Figure 1. Close-up of the layout.
Window x 90 to 130, y 90 to 130 µm. Cells in gray, sequential cells in the stronger gray; small squares are vias.
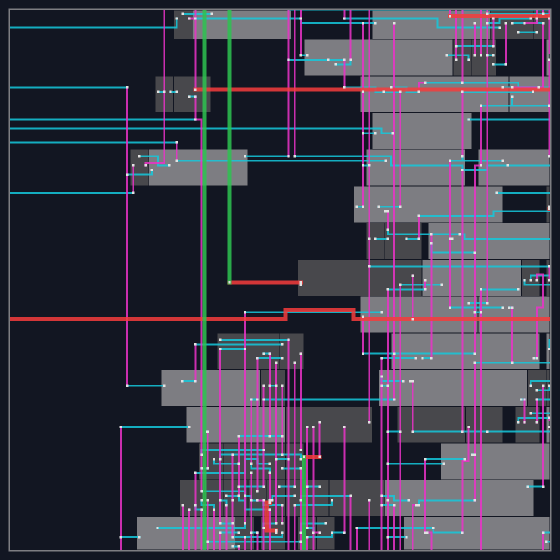
Figure 2. I/O pins on the die edge.
(2 px per µm) Pins as bars across the die edge, other pins in gray.
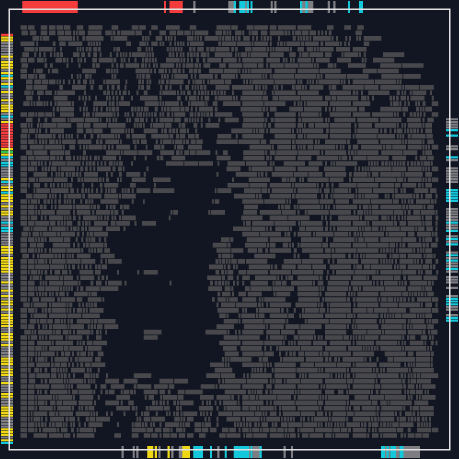
Figure 3. Placed standard cells.
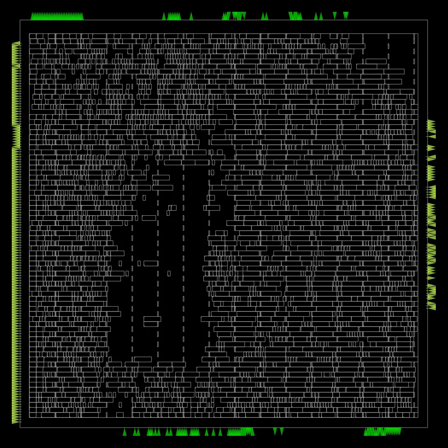
Figure 4. M2 wires.
(1.5 px per µm) Cells faint in the background.
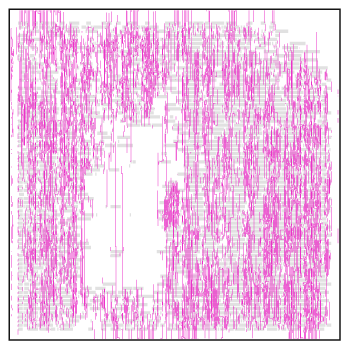
Figure 5. Routed metal, one color a layer.
(1.5 px per µm) Only two layers are drawn.
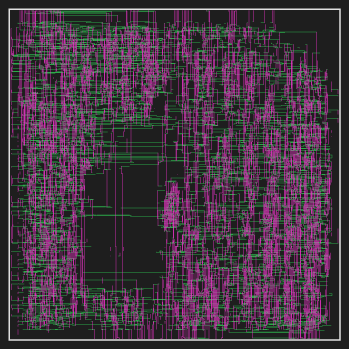
**config.mk**
```make
export PLATFORM = sky130hd
export DESIGN_NAME = descrypt_match_collector
export DESIGN_NICKNAME = d
export VERILOG_FILES = /design/src/rtl/descrypt_pkg.sv /design/src/rtl/match_fifo.sv /design/src/rtl/descrypt_match_collector.sv
export SDC_FILE = /design/constraint.sdc
export NUM_CORES = 1
export LEC_CHECK = 0
export ABC_AREA = 1
export CORE_MARGIN = 5
export CORE_UTILIZATION = 57
export DETAILED_ROUTE_END_ITERATION = 10
export PLACE_DENSITY = 0.91
export SYNTH_ARGS = -nofsm -noshare
export SYNTH_HDL_FRONTEND = slang
export SYNTH_SLANG_ARGS = --single-unit
```
**constraint.sdc**
```tcl
create_clock -name CLK -period 7.25 [get_ports CLK]
set_clock_uncertainty 0.05 [all_clocks]
set_input_delay 0.725 -clock CLK [delete_from_list [all_inputs] [get_ports CLK]]
set_output_delay 0.725 -clock CLK [all_outputs]
set_load 0.01 [all_outputs]
```
**src/rtl/descrypt_pkg.sv**
```systemverilog
// Shared constants for the DES crypt match collector.
// Candidate tag layout: {salt[11:0], key[55:0]} = 68 bits.
// Target register layout: {salt[11:0], expected {L,R} pre-FP [63:0]} = 76 bits.
package descrypt_pkg;

   localparam int SALT_W = 12;
   localparam int KEY_W  = 56;
   localparam int TAG_W  = 68;
   localparam int HALF_W = 32;
   localparam int HASH_W = 2 * HALF_W;
   localparam int TGT_W  = SALT_W + HASH_W;

   // Tag field offsets
   localparam int TAG_SALT_MSB = 67;
   localparam int TAG_SALT_LSB = 56;
   localparam int TAG_KEY_MSB  = 55;
   localparam int TAG_KEY_LSB  = 0;

   // Target field offsets
   localparam int TGT_SALT_MSB = 75;
   localparam int TGT_SALT_LSB = 64;
   localparam int TGT_HASH_MSB = 63;
   localparam int TGT_HASH_LSB = 0;

   function automatic logic [SALT_W-1:0] tag_salt(input logic [TAG_W-1:0] tag);
      return tag[TAG_SALT_MSB:TAG_SALT_LSB];
   endfunction

   function automatic logic [KEY_W-1:0] tag_key(input logic [TAG_W-1:0] tag);
      return tag[TAG_KEY_MSB:TAG_KEY_LSB];
   endfunction

endpackage

```
**src/rtl/match_fifo.sv**
```systemverilog
// Synchronous FIFO holding matched candidate tags.
// Ports:
//   clk, rst   - clock, synchronous active-high reset (empties the FIFO)
//   push, din  - write din at the tail; caller only pushes when not full or
//                when popping in the same cycle
//   pop        - advance the head; caller only pops when not empty
//   dout       - head entry (meaningful only when !empty)
//   empty/full - occupancy flags
module match_fifo
   import descrypt_pkg::*;
#(
   parameter int DEPTH = 4,
   parameter int WIDTH = TAG_W
) (
   input  logic             clk,
   input  logic             rst,
   input  logic             push,
   input  logic             pop,
   input  logic [WIDTH-1:0] din,
   output logic [WIDTH-1:0] dout,
   output logic             empty,
   output logic             full
);

   localparam int AW = $clog2(DEPTH);

   // Pointers carry one extra wrap bit to tell full from empty.
   logic [AW:0]      wr_ptr_q, wr_ptr_d;
   logic [AW:0]      rd_ptr_q, rd_ptr_d;
   logic [WIDTH-1:0] mem_q [DEPTH];

   always_comb begin
      empty    = (wr_ptr_q == rd_ptr_q);
      full     = (wr_ptr_q[AW-1:0] == rd_ptr_q[AW-1:0]) &&
                 (wr_ptr_q[AW] != rd_ptr_q[AW]);
      wr_ptr_d = wr_ptr_q;
      rd_ptr_d = rd_ptr_q;
      if (push) wr_ptr_d = wr_ptr_q + {{AW{1'b0}}, 1'b1};
      if (pop)  rd_ptr_d = rd_ptr_q + {{AW{1'b0}}, 1'b1};
      dout     = mem_q[rd_ptr_q[AW-1:0]];
   end

   always_ff @(posedge clk) begin
      if (rst) begin
         wr_ptr_q <= '0;
         rd_ptr_q <= '0;
      end else begin
         wr_ptr_q <= wr_ptr_d;
         rd_ptr_q <= rd_ptr_d;
      end
   end

   // Storage needs no reset: nothing is visible while the FIFO is empty.
   // On push-while-full-with-pop the write lands in the slot being vacated.
   always_ff @(posedge clk) begin
      if (push) mem_q[wr_ptr_q[AW-1:0]] <= din;
   end

endmodule

```
**src/rtl/descrypt_match_collector.sv**
```systemverilog
// Output stage of the unrolled salted DES crypt pipeline.
// Registers each finished candidate (stage 1), compares it against the
// host-programmed salt/hash, registers the hit (stage 2) and buffers hits
// in a FIFO drained by the host.
// Ports:
//   CLK, RST              - clock, synchronous active-high reset
//   IN_VALID, L, R, K     - finished candidate: halves pre-FP, {salt,key} tag
//   TARGET_WE, TARGET_IN  - load {salt, expected {L,R}}; clears counter and
//                           overflow and drops in-flight candidates
//   MATCH_VALID/READY     - head-of-FIFO handshake: an entry is consumed on
//                           every edge where both are high; READY alone is
//                           ignored
//   MATCH_KEY, MATCH_SALT - head entry (hold last shown value when empty)
//   CHECKED_CNT           - candidates compared since reset / target load
//   OVERFLOW              - sticky: a hit was dropped because FIFO was full
module descrypt_match_collector
   import descrypt_pkg::*;
#(
   parameter int FIFO_DEPTH = 4,
   parameter int CNT_W      = 48
) (
   input  logic              CLK,
   input  logic              RST,
   input  logic              IN_VALID,
   input  logic [31:0]       L,
   input  logic [31:0]       R,
   input  logic [67:0]       K,
   input  logic              TARGET_WE,
   input  logic [75:0]       TARGET_IN,
   output logic              MATCH_VALID,
   input  logic              MATCH_READY,
   output logic [55:0]       MATCH_KEY,
   output logic [11:0]       MATCH_SALT,
   output logic [CNT_W-1:0]  CHECKED_CNT,
   output logic              OVERFLOW
);

   logic              s1_valid_q, s1_valid_d;
   logic [HALF_W-1:0] s1_l_q, s1_l_d;
   logic [HALF_W-1:0] s1_r_q, s1_r_d;
   logic [TAG_W-1:0]  s1_tag_q, s1_tag_d;
   logic [TGT_W-1:0]  target_q, target_d;
   logic              s2_hit_q, s2_hit_d;
   logic [TAG_W-1:0]  s2_tag_q, s2_tag_d;
   logic [CNT_W-1:0]  cnt_q, cnt_d;
   logic              ovf_q, ovf_d;
   logic [TAG_W-1:0]  last_tag_q, last_tag_d;

   logic              hit;
   logic              push_req;
   logic              fifo_push;
   logic              fifo_pop;
   logic              fifo_empty;
   logic              fifo_full;
   logic [TAG_W-1:0]  fifo_dout;
   logic [TAG_W-1:0]  head_tag;

   always_comb begin
      // Stage 1: a target load kills the candidate arriving on the same edge.
      s1_valid_d = IN_VALID & ~TARGET_WE;
      s1_l_d     = L;
      s1_r_d     = R;
      s1_tag_d   = K;
      target_d   = TARGET_WE ? TARGET_IN : target_q;

      hit = s1_valid_q &&
            (tag_salt(s1_tag_q) == target_q[TGT_SALT_MSB:TGT_SALT_LSB]) &&
            ({s1_l_q, s1_r_q} == target_q[TGT_HASH_MSB:TGT_HASH_LSB]);

      // Stage 2
      s2_hit_d = hit & ~TARGET_WE;
      s2_tag_d = s1_tag_q;

      // A hit sitting in stage 2 at the load edge was compared against the
      // old target; it is discarded rather than pushed.
      push_req  = s2_hit_q & ~TARGET_WE;
      fifo_pop  = ~fifo_empty & MATCH_READY;
      fifo_push = push_req & (~fifo_full | fifo_pop);

      if (TARGET_WE)     ovf_d = 1'b0;
      else               ovf_d = ovf_q | (push_req & fifo_full & ~fifo_pop);

      if (TARGET_WE)       cnt_d = '0;
      else if (s1_valid_q) cnt_d = cnt_q + {{(CNT_W-1){1'b0}}, 1'b1};
      else                 cnt_d = cnt_q;

      // Remember the head so the key/salt outputs hold once the FIFO drains.
      last_tag_d = fifo_empty ? last_tag_q : fifo_dout;
      head_tag   = fifo_empty ? last_tag_q : fifo_dout;
   end

   always_ff @(posedge CLK) begin
      if (RST) begin
         s1_valid_q <= 1'b0;
         s1_l_q     <= '0;
         s1_r_q     <= '0;
         s1_tag_q   <= '0;
         target_q   <= '0;
         s2_hit_q   <= 1'b0;
         s2_tag_q   <= '0;
         cnt_q      <= '0;
         ovf_q      <= 1'b0;
         last_tag_q <= '0;
      end else begin
         s1_valid_q <= s1_valid_d;
         s1_l_q     <= s1_l_d;
         s1_r_q     <= s1_r_d;
         s1_tag_q   <= s1_tag_d;
         target_q   <= target_d;
         s2_hit_q   <= s2_hit_d;
         s2_tag_q   <= s2_tag_d;
         cnt_q      <= cnt_d;
         ovf_q      <= ovf_d;
         last_tag_q <= last_tag_d;
      end
   end

   match_fifo #(
      .DEPTH (FIFO_DEPTH),
      .WIDTH (TAG_W)
   ) u_fifo (
      .clk   (CLK),
      .rst   (RST),
      .push  (fifo_push),
      .pop   (fifo_pop),
      .din   (s2_tag_q),
      .dout  (fifo_dout),
      .empty (fifo_empty),
      .full  (fifo_full)
   );

   assign MATCH_VALID = ~fifo_empty;
   assign MATCH_KEY   = tag_key(head_tag);
   assign MATCH_SALT  = tag_salt(head_tag);
   assign CHECKED_CNT = cnt_q;
   assign OVERFLOW    = ovf_q;

endmodule
```
==> flow_summary.ini <==
; yosys + openroad results
[status]
status = finished clean

[cells_and_area]
most-common-layout-cells = nor2_1, dfxtp_1, nand2_1
final_cells = 3584
n_antenna_cell = 0
nets = 3164
drive_gt1_frac = 0.04968
area_growth_pct = 23.60
lay_top_count = nor2_1

[worst_hold_path]
holdCritPathClass = register to register
min_to = s2_tag_q[3]

[setup_path]
rrSetupSlack_ps = 3290
end_kind = output port
start_kind = register
critPathLaunch = u_fifo.wr_ptr_q[1]
worst_r2r_startpoint = u_fifo.wr_ptr_q[0]
ff2ff_path_depth = 7
arrival_ps = 3960
path_class = register to output port
crit_required_ps = 6470
critPathMaxFanout = 71

[yosys]
common_cells = nor2_1, dfxtp_1, nand2_1
edf_count = 272
seq_area_frac_synth = 0.6487
fp_nets = 2867
largest_area_cell = edfxtp_1
synth.area.top_cells = edfxtp_1, dfxtp_1, nor2_1
synthArstFlopShare = 0
ys_area_um2 = 25030
synth_flops = 675
synthCells = 2648
synth-warning-count = 0

[final_timing]
fmax_ghz = 0.2113
layout_setup_ws_ps = 2517
hold_viol = 0
tightest_slew_ps = 1073
setup_viol = 0
holdWs_ps = 335.5

[die]
die_h_um = 219.5
fp_util = 0.5784

[clock_network]
postCtsSetupRepairBufs = 0
path_clk_slew_ps = 60
clock_tree.root_cell = clkbuf_16
numClockSinks = 675

[power_and_ir_drop]
power.total_w = 0.008545
combPwrFrac = 0.107
power_frac_seq = 0.485
pwr-share-clk = 0.408
vdd_ir_drop_max_v = 0.0001849

[route]
vias_per_cell = 5.458
antenna_left = 0
drt_pass1_iterations = 5

[global_route]
gr-total-overflow = 0
grt_pass1_vias = 19590

[place]
dp_hpwl_um = 41230
About Figure 1:
M4 -> green
M2 -> magenta
M3 -> red
M1 -> cyan
cells with their middle in the window = 53
most frequent = edfxtp_1 (9), nor2_1 (8), dfxtp_1 (8)
sequential cells in the window = 19
netlist names of flops here include = u_fifo.mem_q (9), s2_tag_q (5), u_fifo.rd_ptr_q (3)

About Figure 2:
K -> cyan  # pins 68, direction input, edge 25 south, 20 east, 12 west, 11 north
IN_VALID -> green  # pins 1, direction input, edge west
CHECKED_CNT -> red  # pins 48, direction output, edge 38 north, 10 west
TARGET_IN -> yellow  # pins 76, direction input, edge 67 west, 9 south
all pins by edge = 151 west, 63 north, 62 south, 55 east

About Figure 3:
Seq area share: 0.5251
num tapcells: 585
Core Box Area: 43270 µm²

About Figure 4:
wire length on this layer = 31.7 mm
longest straight run = 81.7 µm
nets with wire on the layer = 2702
main direction = vertical
final WL: 66020 µm
met2 GRT Util: 0.4448

About Figure 5:
M1 -> green  # wire length 25.9 mm
M2 -> magenta  # wire length 31.7 mm
WL per Instance: 18.42 µm
GRT Total Usage: 0.2676
vias: 19560

## per-layer routing
layer,global-route usage,up-vias,part of all wire
met5,0,-,0
li1,-,9109,-
met3,0.05866,166,0.091
met2,0.4448,1032,0.48
met4,0.1051,0,0.036
met1,0.3447,9253,0.39
## critical path, delay by kind of cell, from the launching register on
kind                      cells  cell delay [ps]
DFF                           1              360
and+or+nand+nor               3             1150
xor gates and xnor gates      1              350
buffers and inverters         3             1460
## cell type report
| class | count | area, µm² |
|---|---|---|
| Inverter | 297 | 1117 |
| Tap cell | 585 | 732.0 |
| Fill cell | 2761 | 12330 |
| Clock buffer | 95 | 1904 |
| Multi-Input combinational cell | 1559 | 7208 |
| Sequential cell | 675 | 16240 |
| Timing Repair Buffer | 344 | 3408 |
| Clock inverter | 29 | 320.3 |
## sequential cells by signal, summed over array words and instances (netlist names), named ones only
signal / count
last_tag_q: 68
OVERFLOW: 1
s1_l_q: 32
s1_valid_q: 1
s1_tag_q: 68
CHECKED_CNT: 48
s2_tag_q: 68
s2_hit_q: 1
s1_r_q: 32
u_fifo.rd_ptr_q: 3
u_fifo.mem_q: 272
u_fifo.wr_ptr_q: 3
target_q: 76
## power groups by stage
stage / logic, W / clock network, W / registers (W)
final: 0.000911 / 0.00349 / 0.00414
after global routing: 0.000990 / 0.00369 / 0.00415
after CTS: 0.000910 / 0.00353 / 0.00414
after detailed placement: 0.000888 / 0 / 0.00422
after global placement: 0.000856 / 0 / 0.00421
after floorplan: 0.000489 / 0 / 0.00419
## cell families after synthesis
logic type               Yosys count  share of synthesized area
AND/OR/NAND/NOR                 1131                     0.1785
adder cells (fa/ha/maj)            6                   0.003000
buffers and inverters            414                    0.06474
XOR/XNOR                          63                    0.02205
flip-flops                       675                     0.6487
AND-OR/OR-AND                    359                    0.08294
No activity file was given, so power comes from the tool's default toggle rates.
